**src/rtl/instruction_fetch_unit_pkg.sv**
```systemverilog
// Shared widths, fetch FSM encoding and fetch-entry payload for the fetch stage.
package instruction_fetch_unit_pkg;

    localparam int unsigned ADDR_W  = 64;
    localparam int unsigned INSTR_W = 32;
    localparam int unsigned PC_STEP = 4;

    typedef enum logic [1:0] {
        IDLE  = 2'd0,
        REQ   = 2'd1,
        DRAIN = 2'd2
    } fetch_state_e;

    typedef struct packed {
        logic [ADDR_W-1:0]  pc;
        logic [INSTR_W-1:0] instr;
    } fetch_entry_t;

    // Sequential PC, wraps modulo 2^ADDR_W
    function automatic logic [ADDR_W-1:0] pc_inc(input logic [ADDR_W-1:0] pc);
        return pc + ADDR_W'(PC_STEP);
    endfunction

    // Force a branch target onto a word boundary
    function automatic logic [ADDR_W-1:0] word_align(input logic [ADDR_W-1:0] pc);
        return pc & ~ADDR_W'(3);
    endfunction

endpackage

```
**src/rtl/instruction_fetch_unit_if.sv**
```systemverilog
// Fetch-stage bus bundle: instruction memory port, redirect input and decode-facing outputs.
// FETCH_COUNT / STALL_COUNT exist only when IFU_PERF_CNT_EN is defined.
interface instruction_fetch_unit_if;
    import instruction_fetch_unit_pkg::*;

    logic               IMEM_REQ;
    logic [ADDR_W-1:0]  IMEM_ADDR;
    logic               IMEM_ACK;
    logic [INSTR_W-1:0] IMEM_RDATA;
    logic               REDIRECT;
    logic [ADDR_W-1:0]  REDIRECT_PC;
    logic               INSTR_VALID;
    logic               INSTR_READY;
    logic [INSTR_W-1:0] INSTRUCTION;
    logic [ADDR_W-1:0]  INSTR_PC;
    logic [ADDR_W-1:0]  NEXT_PC;
`ifdef IFU_PERF_CNT_EN
    logic [31:0]        FETCH_COUNT;
    logic [31:0]        STALL_COUNT;
`endif

    modport master (
        output IMEM_REQ, IMEM_ADDR,
        input  IMEM_ACK, IMEM_RDATA,
        input  REDIRECT, REDIRECT_PC,
        output INSTR_VALID,
        input  INSTR_READY,
        output INSTRUCTION, INSTR_PC, NEXT_PC
`ifdef IFU_PERF_CNT_EN
        , output FETCH_COUNT, STALL_COUNT
`endif
    );

    modport slave (
        input  IMEM_REQ, IMEM_ADDR,
        output IMEM_ACK, IMEM_RDATA,
        output REDIRECT, REDIRECT_PC,
        input  INSTR_VALID,
        output INSTR_READY,
        input  INSTRUCTION, INSTR_PC, NEXT_PC
`ifdef IFU_PERF_CNT_EN
        , input FETCH_COUNT, STALL_COUNT
`endif
    );

endinterface

```
**src/rtl/instruction_fetch_unit_fetch_buffer.sv**
```systemverilog
// Synchronous FIFO of fetch entries with flush; push on full is accepted only alongside a pop.
module instruction_fetch_unit_fetch_buffer
    import instruction_fetch_unit_pkg::*;
#(
    parameter int unsigned DEPTH = 2
) (
    input  logic                         clk,
    input  logic                         rst,
    input  logic                         push,
    input  fetch_entry_t                 push_data,
    input  logic                         pop,
    input  logic                         flush,
    output fetch_entry_t                 head,
    output logic                         full,
    output logic                         empty,
    output logic [$clog2(DEPTH+1)-1:0]   count
);

    localparam int unsigned PTR_W = $clog2(DEPTH);
    localparam int unsigned CNT_W = $clog2(DEPTH + 1);

    fetch_entry_t     mem_q [DEPTH];
    fetch_entry_t     mem_d [DEPTH];
    logic [PTR_W-1:0] rd_ptr_q, rd_ptr_d;
    logic [PTR_W-1:0] wr_ptr_q, wr_ptr_d;
    logic [CNT_W-1:0] cnt_q, cnt_d;
    logic             do_push, do_pop;

    // Pointer / occupancy update; flush wins over push and pop
    always_comb begin
        mem_d    = mem_q;
        rd_ptr_d = rd_ptr_q;
        wr_ptr_d = wr_ptr_q;
        cnt_d    = cnt_q;
        do_pop   = pop && (cnt_q != '0);
        do_push  = push && ((cnt_q != CNT_W'(DEPTH)) || do_pop);
        if (flush) begin
            rd_ptr_d = '0;
            wr_ptr_d = '0;
            cnt_d    = '0;
        end else begin
            if (do_push) begin
                mem_d[wr_ptr_q] = push_data;
                wr_ptr_d        = wr_ptr_q + PTR_W'(1);
            end
            if (do_pop) begin
                rd_ptr_d = rd_ptr_q + PTR_W'(1);
            end
            cnt_d = cnt_q + CNT_W'(do_push) - CNT_W'(do_pop);
        end
    end

    // Storage and pointer registers
    always_ff @(posedge clk) begin
        if (rst) begin
            for (int i = 0; i < int'(DEPTH); i++) begin
                mem_q[i] <= '0;
            end
            rd_ptr_q <= '0;
            wr_ptr_q <= '0;
            cnt_q    <= '0;
        end else begin
            mem_q    <= mem_d;
            rd_ptr_q <= rd_ptr_d;
            wr_ptr_q <= wr_ptr_d;
            cnt_q    <= cnt_d;
        end
    end

    // Status views of the registered state
    always_comb begin
        head  = mem_q[rd_ptr_q];
        full  = (cnt_q == CNT_W'(DEPTH));
        empty = (cnt_q == '0);
        count = cnt_q;
    end

endmodule

```
**src/rtl/instruction_fetch_unit.sv**
```systemverilog
// Fetch stage: owns the fetch PC, issues one outstanding instruction-memory read at a time,
// buffers returned words with their PC and handles branch redirects (including a redirect
// that lands while a read is still pending, which is drained and discarded).
// Optional build macro IFU_PERF_CNT_EN adds FETCH_COUNT and STALL_COUNT.
module instruction_fetch_unit
    import instruction_fetch_unit_pkg::*;
#(
    parameter logic [ADDR_W-1:0] RESET_PC  = ADDR_W'(0),
    parameter int unsigned       BUF_DEPTH = 2
) (
    input  logic                     CLOCK,
    input  logic                     RESET,
    instruction_fetch_unit_if.master bus
);

    localparam int unsigned CNT_W = $clog2(BUF_DEPTH + 1);

    fetch_state_e      state_q, state_d;
    logic [ADDR_W-1:0] addr_q, addr_d;
    logic [ADDR_W-1:0] tgt_q, tgt_d;

    logic              imem_req, ack, push, pop, flush, room;
    logic [ADDR_W-1:0] redirect_tgt;
    logic [CNT_W-1:0]  buf_count, count_after;
    logic              buf_full, buf_empty;
    fetch_entry_t      push_data, head;

    instruction_fetch_unit_fetch_buffer #(
        .DEPTH (BUF_DEPTH)
    ) u_fetch_buffer (
        .clk       (CLOCK),
        .rst       (RESET),
        .push      (push),
        .push_data (push_data),
        .pop       (pop),
        .flush     (flush),
        .head      (head),
        .full      (buf_full),
        .empty     (buf_empty),
        .count     (buf_count)
    );

    // Handshake qualification and post-edge occupancy; redirect beats pop and push
    always_comb begin
        imem_req     = (state_q != IDLE);
        ack          = bus.IMEM_ACK && imem_req;
        flush        = bus.REDIRECT;
        redirect_tgt = word_align(bus.REDIRECT_PC);
        pop          = bus.INSTR_READY && !buf_empty && !bus.REDIRECT;
        push         = ack && (state_q == REQ) && !bus.REDIRECT && (!buf_full || pop);
        push_data    = '{pc: addr_q, instr: bus.IMEM_RDATA};
        count_after  = flush ? '0 : (buf_count + CNT_W'(push) - CNT_W'(pop));
        room         = (count_after < CNT_W'(BUF_DEPTH));
    end

    // State register
    always_ff @(posedge CLOCK) begin
        if (RESET) begin
            state_q <= IDLE;
            addr_q  <= RESET_PC;
            tgt_q   <= RESET_PC;
        end else begin
            state_q <= state_d;
            addr_q  <= addr_d;
            tgt_q   <= tgt_d;
        end
    end

    // Next-state and fetch-address selection
    always_comb begin
        state_d = state_q;
        addr_d  = addr_q;
        tgt_d   = tgt_q;
        unique case (state_q)
            IDLE: begin
                if (bus.REDIRECT) begin
                    addr_d  = redirect_tgt;
                    state_d = REQ;
                end else if (room) begin
                    state_d = REQ;
                end
            end
            REQ: begin
                if (bus.REDIRECT) begin
                    if (ack) begin
                        addr_d  = redirect_tgt;
                        state_d = REQ;
                    end else begin
                        tgt_d   = redirect_tgt;
                        state_d = DRAIN;
                    end
                end else if (ack) begin
                    addr_d  = pc_inc(addr_q);
                    state_d = room ? REQ : IDLE;
                end
            end
            DRAIN: begin
                tgt_d = bus.REDIRECT ? redirect_tgt : tgt_q;
                if (ack) begin
                    addr_d  = tgt_d;
                    state_d = REQ;
                end
            end
            default: begin
                state_d = IDLE;
            end
        endcase
    end

    // Bus outputs; head fields read as zero while the buffer is empty
    always_comb begin
        bus.IMEM_REQ    = imem_req;
        bus.IMEM_ADDR   = addr_q;
        bus.INSTR_VALID = !buf_empty;
        bus.INSTRUCTION = buf_empty ? '0 : head.instr;
        bus.INSTR_PC    = buf_empty ? '0 : head.pc;
        bus.NEXT_PC     = buf_empty ? '0 : pc_inc(head.pc);
    end

`ifdef IFU_PERF_CNT_EN
    logic [31:0] fetch_cnt_q, fetch_cnt_d;
    logic [31:0] stall_cnt_q, stall_cnt_d;

    // Accepted reads (discarded ones included) and cycles with nothing for decode
    always_comb begin
        fetch_cnt_d = fetch_cnt_q + 32'(ack);
        stall_cnt_d = stall_cnt_q + 32'(buf_empty);
    end

    // Performance counter registers
    always_ff @(posedge CLOCK) begin
        if (RESET) begin
            fetch_cnt_q <= '0;
            stall_cnt_q <= '0;
        end else begin
            fetch_cnt_q <= fetch_cnt_d;
            stall_cnt_q <= stall_cnt_d;
        end
    end

    // Counter outputs
    always_comb begin
        bus.FETCH_COUNT = fetch_cnt_q;
        bus.STALL_COUNT = stall_cnt_q;
    end
`endif

endmodule
```
**src/flat_wrapper.sv**
```systemverilog
// flat-port wrapper written by rule: the top's interface ports become plain ports
module instruction_fetch_unit_flat import instruction_fetch_unit_pkg::*;
#(
    parameter logic [ADDR_W-1:0] RESET_PC  = ADDR_W'(0),
    parameter int unsigned       BUF_DEPTH = 2
)
  (CLOCK, RESET, bus_IMEM_REQ, bus_IMEM_ADDR, bus_IMEM_ACK, bus_IMEM_RDATA, bus_REDIRECT, bus_REDIRECT_PC, bus_INSTR_VALID, bus_INSTR_READY, bus_INSTRUCTION, bus_INSTR_PC, bus_NEXT_PC);
  instruction_fetch_unit_if bus_i ();
  input  logic CLOCK;
  input  logic RESET;
  output wire logic [$bits(bus_i.IMEM_REQ)-1:0] bus_IMEM_REQ;
  output wire logic [$bits(bus_i.IMEM_ADDR)-1:0] bus_IMEM_ADDR;
  input wire logic [$bits(bus_i.IMEM_ACK)-1:0] bus_IMEM_ACK;
  input wire logic [$bits(bus_i.IMEM_RDATA)-1:0] bus_IMEM_RDATA;
  input wire logic [$bits(bus_i.REDIRECT)-1:0] bus_REDIRECT;
  input wire logic [$bits(bus_i.REDIRECT_PC)-1:0] bus_REDIRECT_PC;
  output wire logic [$bits(bus_i.INSTR_VALID)-1:0] bus_INSTR_VALID;
  input wire logic [$bits(bus_i.INSTR_READY)-1:0] bus_INSTR_READY;
  output wire logic [$bits(bus_i.INSTRUCTION)-1:0] bus_INSTRUCTION;
  output wire logic [$bits(bus_i.INSTR_PC)-1:0] bus_INSTR_PC;
  output wire logic [$bits(bus_i.NEXT_PC)-1:0] bus_NEXT_PC;
  assign bus_IMEM_REQ = bus_i.IMEM_REQ;
  assign bus_IMEM_ADDR = bus_i.IMEM_ADDR;
  assign bus_i.IMEM_ACK = bus_IMEM_ACK;
  assign bus_i.IMEM_RDATA = bus_IMEM_RDATA;
  assign bus_i.REDIRECT = bus_REDIRECT;
  assign bus_i.REDIRECT_PC = bus_REDIRECT_PC;
  assign bus_INSTR_VALID = bus_i.INSTR_VALID;
  assign bus_i.INSTR_READY = bus_INSTR_READY;
  assign bus_INSTRUCTION = bus_i.INSTRUCTION;
  assign bus_INSTR_PC = bus_i.INSTR_PC;
  assign bus_NEXT_PC = bus_i.NEXT_PC;
  instruction_fetch_unit #(.RESET_PC(RESET_PC), .BUF_DEPTH(BUF_DEPTH)) u_core (.CLOCK(CLOCK), .RESET(RESET), .bus(bus_i));
endmodule
```
**config.mk**
```make
export PLATFORM = sky130hd
export DESIGN_NAME = instruction_fetch_unit_flat
export DESIGN_NICKNAME = d
export VERILOG_FILES = /design/src/rtl/instruction_fetch_unit_pkg.sv /design/src/rtl/instruction_fetch_unit_if.sv /design/src/rtl/instruction_fetch_unit_fetch_buffer.sv /design/src/rtl/instruction_fetch_unit.sv /design/src/flat_wrapper.sv
export SDC_FILE = /design/constraint.sdc
export NUM_CORES = 1
export LEC_CHECK = 0
export CORE_MARGIN = 8
export CORE_UTILIZATION = 30
export CTS_CLUSTER_SIZE = 14
export DETAILED_ROUTE_END_ITERATION = 12
export DONT_BUFFER_PORTS = 1
export PLACE_DENSITY = 0.51
export RECOVER_POWER = 100
export SLEW_MARGIN = 10
export SYNTH_ARGS = -nofsm -noshare
export SYNTH_HDL_FRONTEND = slang
export SYNTH_SLANG_ARGS = --single-unit
```
**constraint.sdc**
```tcl
create_clock -name CLOCK -period 8.87 [get_ports CLOCK]
set_input_delay 0.887 -clock CLOCK [delete_from_list [all_inputs] [get_ports CLOCK]]
set_output_delay 0.887 -clock CLOCK [all_outputs]
set_load 0.02 [all_outputs]
```
Fig. 1: run 1, the metal 4 layer
Bar = 100 um.
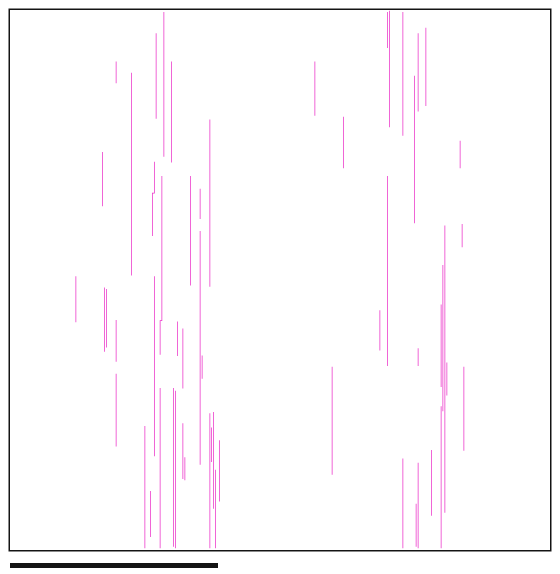
share of all routed wire = 3.5%
main direction = vertical
nets with wire on the layer = 40
longest straight run = 138 um
wire length on this layer = 2,520 um
Vias: 17,800
final wirelength: 72,300 um

Fig. 2: run 1, selected gate families
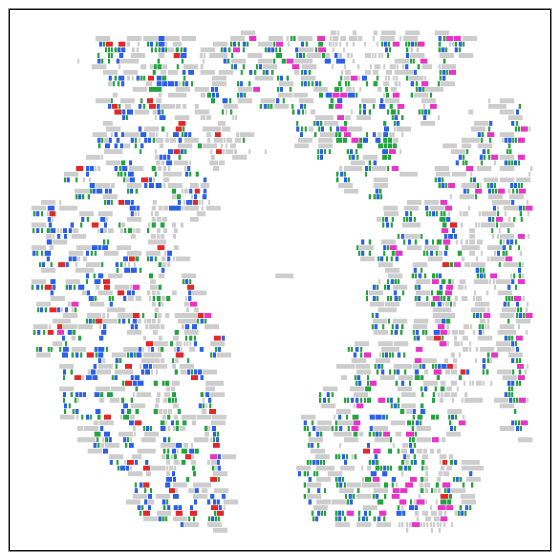
non-inverting ao/oa cells -> red  # cells 65, where widely spread
aoi and oai cells -> blue  # cells 517, where widely spread
mux cells -> magenta  # cells 102
nand cells -> green  # cells 743, where widely spread
combinational fraction of the cell area: 0.534
most frequent logic cell in the layout: sky130_fd_sc_hd__nand2_1
Finished Layout Cells: 3,147

==> deck_impl_summary.md, run 1 <==
Flow Results at a Glance

Synthesis
  – Synth Area in Compound Gates: 0.198
  – Cell accounting for the most synthesized area: sky130_fd_sc_hd__dfxtp_1
  – Dominant synthesized flop cell: sky130_fd_sc_hd__dfxtp_1
  – Top cells by count, synth: sky130_fd_sc_hd__nand2_1 (604), sky130_fd_sc_hd__dfxtp_1 (326), sky130_fd_sc_hd__a21oi_1 (302)
  – Yosys-reported design area after synthesis: between 0.015 and 0.02 mm2
  – Library cells used by synthesis: roughly 74
  – Asr flop ratio synth: 0
  – Number of enable-type register cells in the synthesized netlist: 0
  – Sequential cell area fraction in the yosys report: 0.366
  – Registers, synthesis: 326
  – Syn Std Cell Area: 0.0178 mm2
  – Yosys stat cell total: around 2,500
  – Prevailing logic family in the synthesized netlist: simple AND/OR/NAND/NOR gates
  – Synthesized net count: 2,577
  – Synthesized netlist cell count: approximately 2,500

Setup path
  – CP Data Arrival Time: between 5000 and 6000 ps
  – Register-to-Register Path Depth: 8
  – First element of the critical path: u_core.u_fetch_buffer.rd_ptr_q
  – CP Capture Point: bus_NEXT_PC[63]
  – Worst reg2reg endpoint: u_core.bus.IMEM_ADDR[39]
  – Critical path class: reg2out
  – R2r startpoint: u_core.state_q[0]
  – Data required time of the worst path: 7980 ps
  – Worst-path fanout max: between 100 and 150

STA
  – Final Skew: 18.8 ps
  – Slack of the critical path: roughly 2200 ps
  – Relative slew margins: -2.04
  – Setup violators final: 0
  – Setup TNS: 0 ps
  – Highest clock frequency the design can meet: 150 MHz
  – Final slew viol count: approximately 480
  – Transition time at the pin with the least slew margin: approximately 4600 ps

Outcome
  – Failing checks: max-capacitance violations, max-slew violations
  – Result of the run: complete, but fails checks

Pwr
  – Leakage power summed over all cells: roughly 5.7 nW
  – Total power: approximately 0.0049 W
  – Sequential power: about 0.0022 W
  – Clock power frac: 0.349
  – Combinational logic power: ~0.00099 W
  – Design internal power: about 0.0030 W
  – Relative contribution of combinational cells to total power: 0.201
  – Net switching fraction of the power: 0.388
  – Dominant power group: sequential cells

Floorplan
  – Die height: ~260 um
  – I/O pin count: around 330
  – Core utilization before placement: 0.303
  – Num rows: just under 90
  – Die x size: between 200 and 300 um

Global route
  – Vias in the first global route: ~16,000
  – Met2 usage: 0.306
  – Global-route wire length before repair: between 100,000 and 150,000 um

Clocking
  – Clock tree from TritonCTS: done
  – Clock Tree Root: sky130_fd_sc_hd__clkbuf_16
  – H-tree depth reported by CTS: 2
  – Clock Latency Late Sink: 560 ps
  – Number of clock sinks: about 330
  – Number of CTS-inserted buffers: between 40 and 50
  – Maximum count of clock buffers along a single path: 3

Route
  – Number of DRC violations after detailed-routing iteration 0: between 1,500 and 2,000
  – DR WL/cell: between 20 and 25 um
  – Total DRC errors in the routed layout: 0

Job
  – Number of max-capacitance violations reported: 9

Min path
  – Hold Path Cell Cnt: 1

Placement
  – Pre-CTS setup slack: 3890 ps
  – Placement Cell Area: about 0.018 mm2
  – HPWL after detailed placement: ~50,000 um
  – Port bufs: 0

Final layout
  – Filler cell count in the final layout: 6,221
  – Area of combinational cells with multiple inputs: ~0.010 mm2
  – Most used cells in the layout excluding fill and tap cells: sky130_fd_sc_hd__nand2_1 (604), sky130_fd_sc_hd__dfxtp_1 (326), sky130_fd_sc_hd__a21oi_1 (302)
Fig. 3: run 1, register map, names as in the netlist
Bar = 100 um. Other sequential cells in the stronger grey, the rest of the logic in the fainter grey.
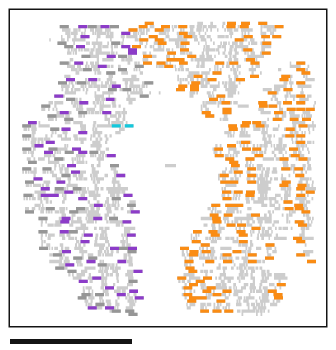
`u_core.bus.IMEM_ADDR` -> purple  # sequential cells 64
`u_core.state_q` -> cyan  # sequential cells 2
`u_core.u_fetch_buffer.mem_q` -> orange  # sequential cells 192
end-of-flow core utilization: 0.333
Flop area: 0.00653 mm2

run 1: worst max-delay path, stage by stage (launching register included):
cell and delay [ps]:
sky130_fd_sc_hd__dfxtp_1 1920, sky130_fd_sc_hd__buf_12 590, sky130_fd_sc_hd__mux2i_1 360, sky130_fd_sc_hd__a2111o_1 510, sky130_fd_sc_hd__or4b_2 640, sky130_fd_sc_hd__nor4_1 510, sky130_fd_sc_hd__xor2_1 130, sky130_fd_sc_hd__nor2_1 400
run 1: cell type report:
| class | instances | area share |
|---|---|---|
| Inverter | 25 | 0.00478 |
| Sequential cell | 326 | 0.333 |
| Clock inverter | 12 | 0.00759 |
| Multi-Input combinational cell | 1921 | 0.534 |
| Clock buffer | 62 | 0.0625 |
| Antenna cell | 1 | 0.000128 |
| Tap cell | 773 | 0.0493 |
| Timing Repair Buffer | 27 | 0.00905 |
Fig. 4: run 1, wiring by layer
Only two layers are drawn.
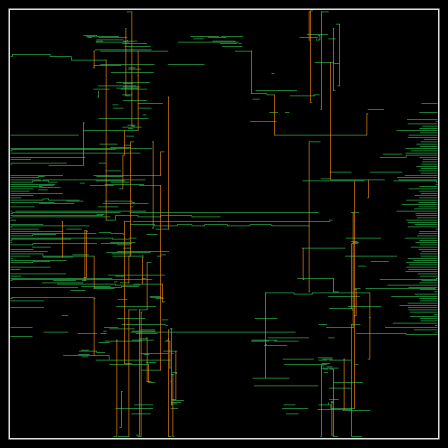

==> run 2: changes to the inputs <==
clock period = 6.7 ns   (was 8.87 ns; I/O delays follow)
Fig. 5: run 2, wiring by layer
Only two layers are drawn.
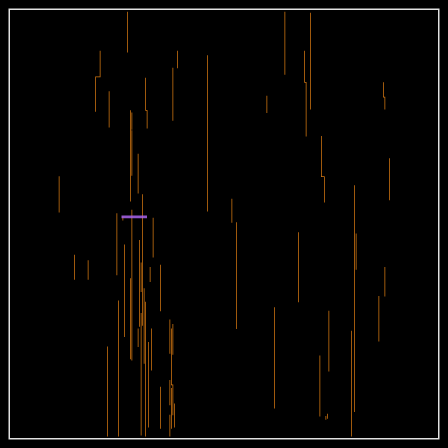
M5 -> purple  # wire length 13.8 um
M4 -> orange  # wire length 2,250 um
total routing usage reported by global routing: 0.200
Vias: 17,700
DR WL/cell: 22.8 um
final wirelength: 71,800 um

Fig. 6: run 2, the metal 4 layer
Bar = 100 um.
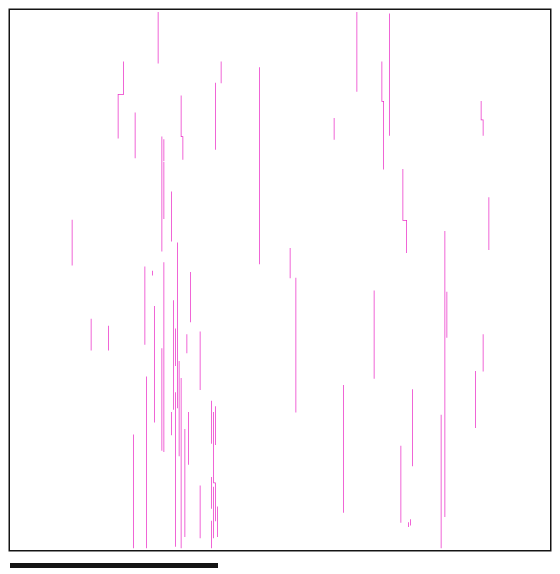
nets with wire on the layer = 40
wire length on this layer = 2,250 um

==> run 2 against run 1 <==
Compared with the run above: hold slack got worse by 230 ps; combinational power rose by about 30%; critical endpoint is now bus_NEXT_PC[60]; highest routed layer is now met5; clock power rose by 29%; register-to-register slack got worse by 1100 ps; final cell count barely moved; the flow still finishes with violations (max-capacitance violations, max-slew violations).
==> deck_impl_summary.md, run 2 <==
Flow Results at a Glance

Outcome
  – Result of the run: complete, but fails checks
  – Failing checks: max-capacitance violations, max-slew violations

Synthesis
  – Syn Std Cell Area: 0.0178 mm2 (unchanged)
  – Synthesized net count: 2,577 (unchanged)
  – Registers, synthesis: 326 (unchanged)
  – Yosys-reported design area after synthesis: 0.0178 mm2 (unchanged)

Min path
  – Hold Path Cell Cnt: 1 (unchanged)

Final layout
  – Most used cells in the layout excluding fill and tap cells: sky130_fd_sc_hd__nand2_1 (603), sky130_fd_sc_hd__dfxtp_1 (325), sky130_fd_sc_hd__a21oi_1 (302)
  – Fraction of cell area in non-clock buffers: 0.0104 (+0.00135)
  – Sequential share of cell area: 0.333 (+0.000488)
  – Number of inserted diodes: 3 (+2)
  – Sequential cell count: 326 (unchanged)
  – Area of combinational cells with multiple inputs: 0.0105 mm2 (about the same)
  – Filler cell count in the final layout: 6,247 (+0.42%)
  – Combinational fraction of the cell area: 0.534 (about the same)
  – Multi-input comb cells: 1,921 (unchanged)
  – Most frequent logic cell in the layout: sky130_fd_sc_hd__nand2_1
  – Nonclk buf count: 29 (+7.4%)
  – Inverter count: 25 (unchanged)

Route
  – Number of DRC violations after detailed-routing iteration 0: 1,690 (-6.7%)
  – Total DRC errors in the routed layout: 0 (unchanged)

STA
  – Relative slew margins: -1.05 (+0.983)
  – Final Skew: 28.9 ps (+10.1 ps)
  – Final slew viol count: 258 (-46%)

Setup path
  – First element of the critical path: u_core.u_fetch_buffer.rd_ptr_q
  – Worst-path fanout max: 60 (-53%)
  – Register-to-Register Path Depth: 8 (unchanged)
  – Critical path class: reg2out
  – Worst reg2reg endpoint: u_core.u_fetch_buffer.mem_q[93]
  – Most common cell on crit path: sky130_fd_sc_hd__mux2_1

Placement
  – Placement Cell Area: 0.0183 mm2 (about the same)
  – HPWL after detailed placement: 50,200 um (+0.86%)
  – Pre-CTS setup slack: 2160 ps (-1730 ps)
  – Port bufs: 0 (unchanged)

Clocking
  – Number of CTS-inserted buffers: 40 (-4.8%)
  – Clock tree from TritonCTS: done
  – Clock Latency Late Sink: 560 ps (about the same)
  – H-tree depth reported by CTS: 2 (unchanged)

Job
  – Number of max-capacitance violations reported: 7 (-2)

Pwr
  – Leakage power summed over all cells: 5.69 nW (about the same)
  – Relative contribution of combinational cells to total power: 0.200 (about the same)

Global route
  – Vias in the first global route: 16,600 (+2.4%)
Fig. 7: run 2, routing congestion map
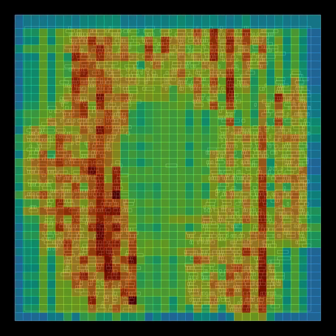
GR met3 Demand/Resource: 0.0543
end-of-flow core utilization: 0.333
busiest layer in global routing: met2
met1 routing resource usage after global routing: 0.266

## run 2: cell counts after synthesis
Identical to the previous run, type by type.
## run 2: logic make-up (layout without fill, tap and decap cells)
family / after synthesis / count (layout) / synth area share
and+or+nand+nor: 1155 / 1155 / 0.288
AOI/OAI and AO/OA: 582 / 582 / 0.198
DFF: 326 / 326 / 0.366
buffers and inverters: 220 / 125 / 0.0486
muxes: 102 / 102 / 0.0579
xor gates and xnor gates: 73 / 73 / 0.0358
adders and majority gates: 9 / 9 / 0.00631
other: 0 / 3 / 0
## run 2: power groups by stage
stage,Clock (W),Combinational [W],Sequential [W]
after floorplan,0,0.00101,0.00259
after global placement,0,0.00125,0.00299
after detailed placement,0,0.00127,0.00300
after CTS,0.00227,0.00127,0.00296
after global routing,0.00235,0.00141,0.00300
final,0.00222,0.00129,0.00296
No activity file was given, so power comes from the tool's default toggle rates.
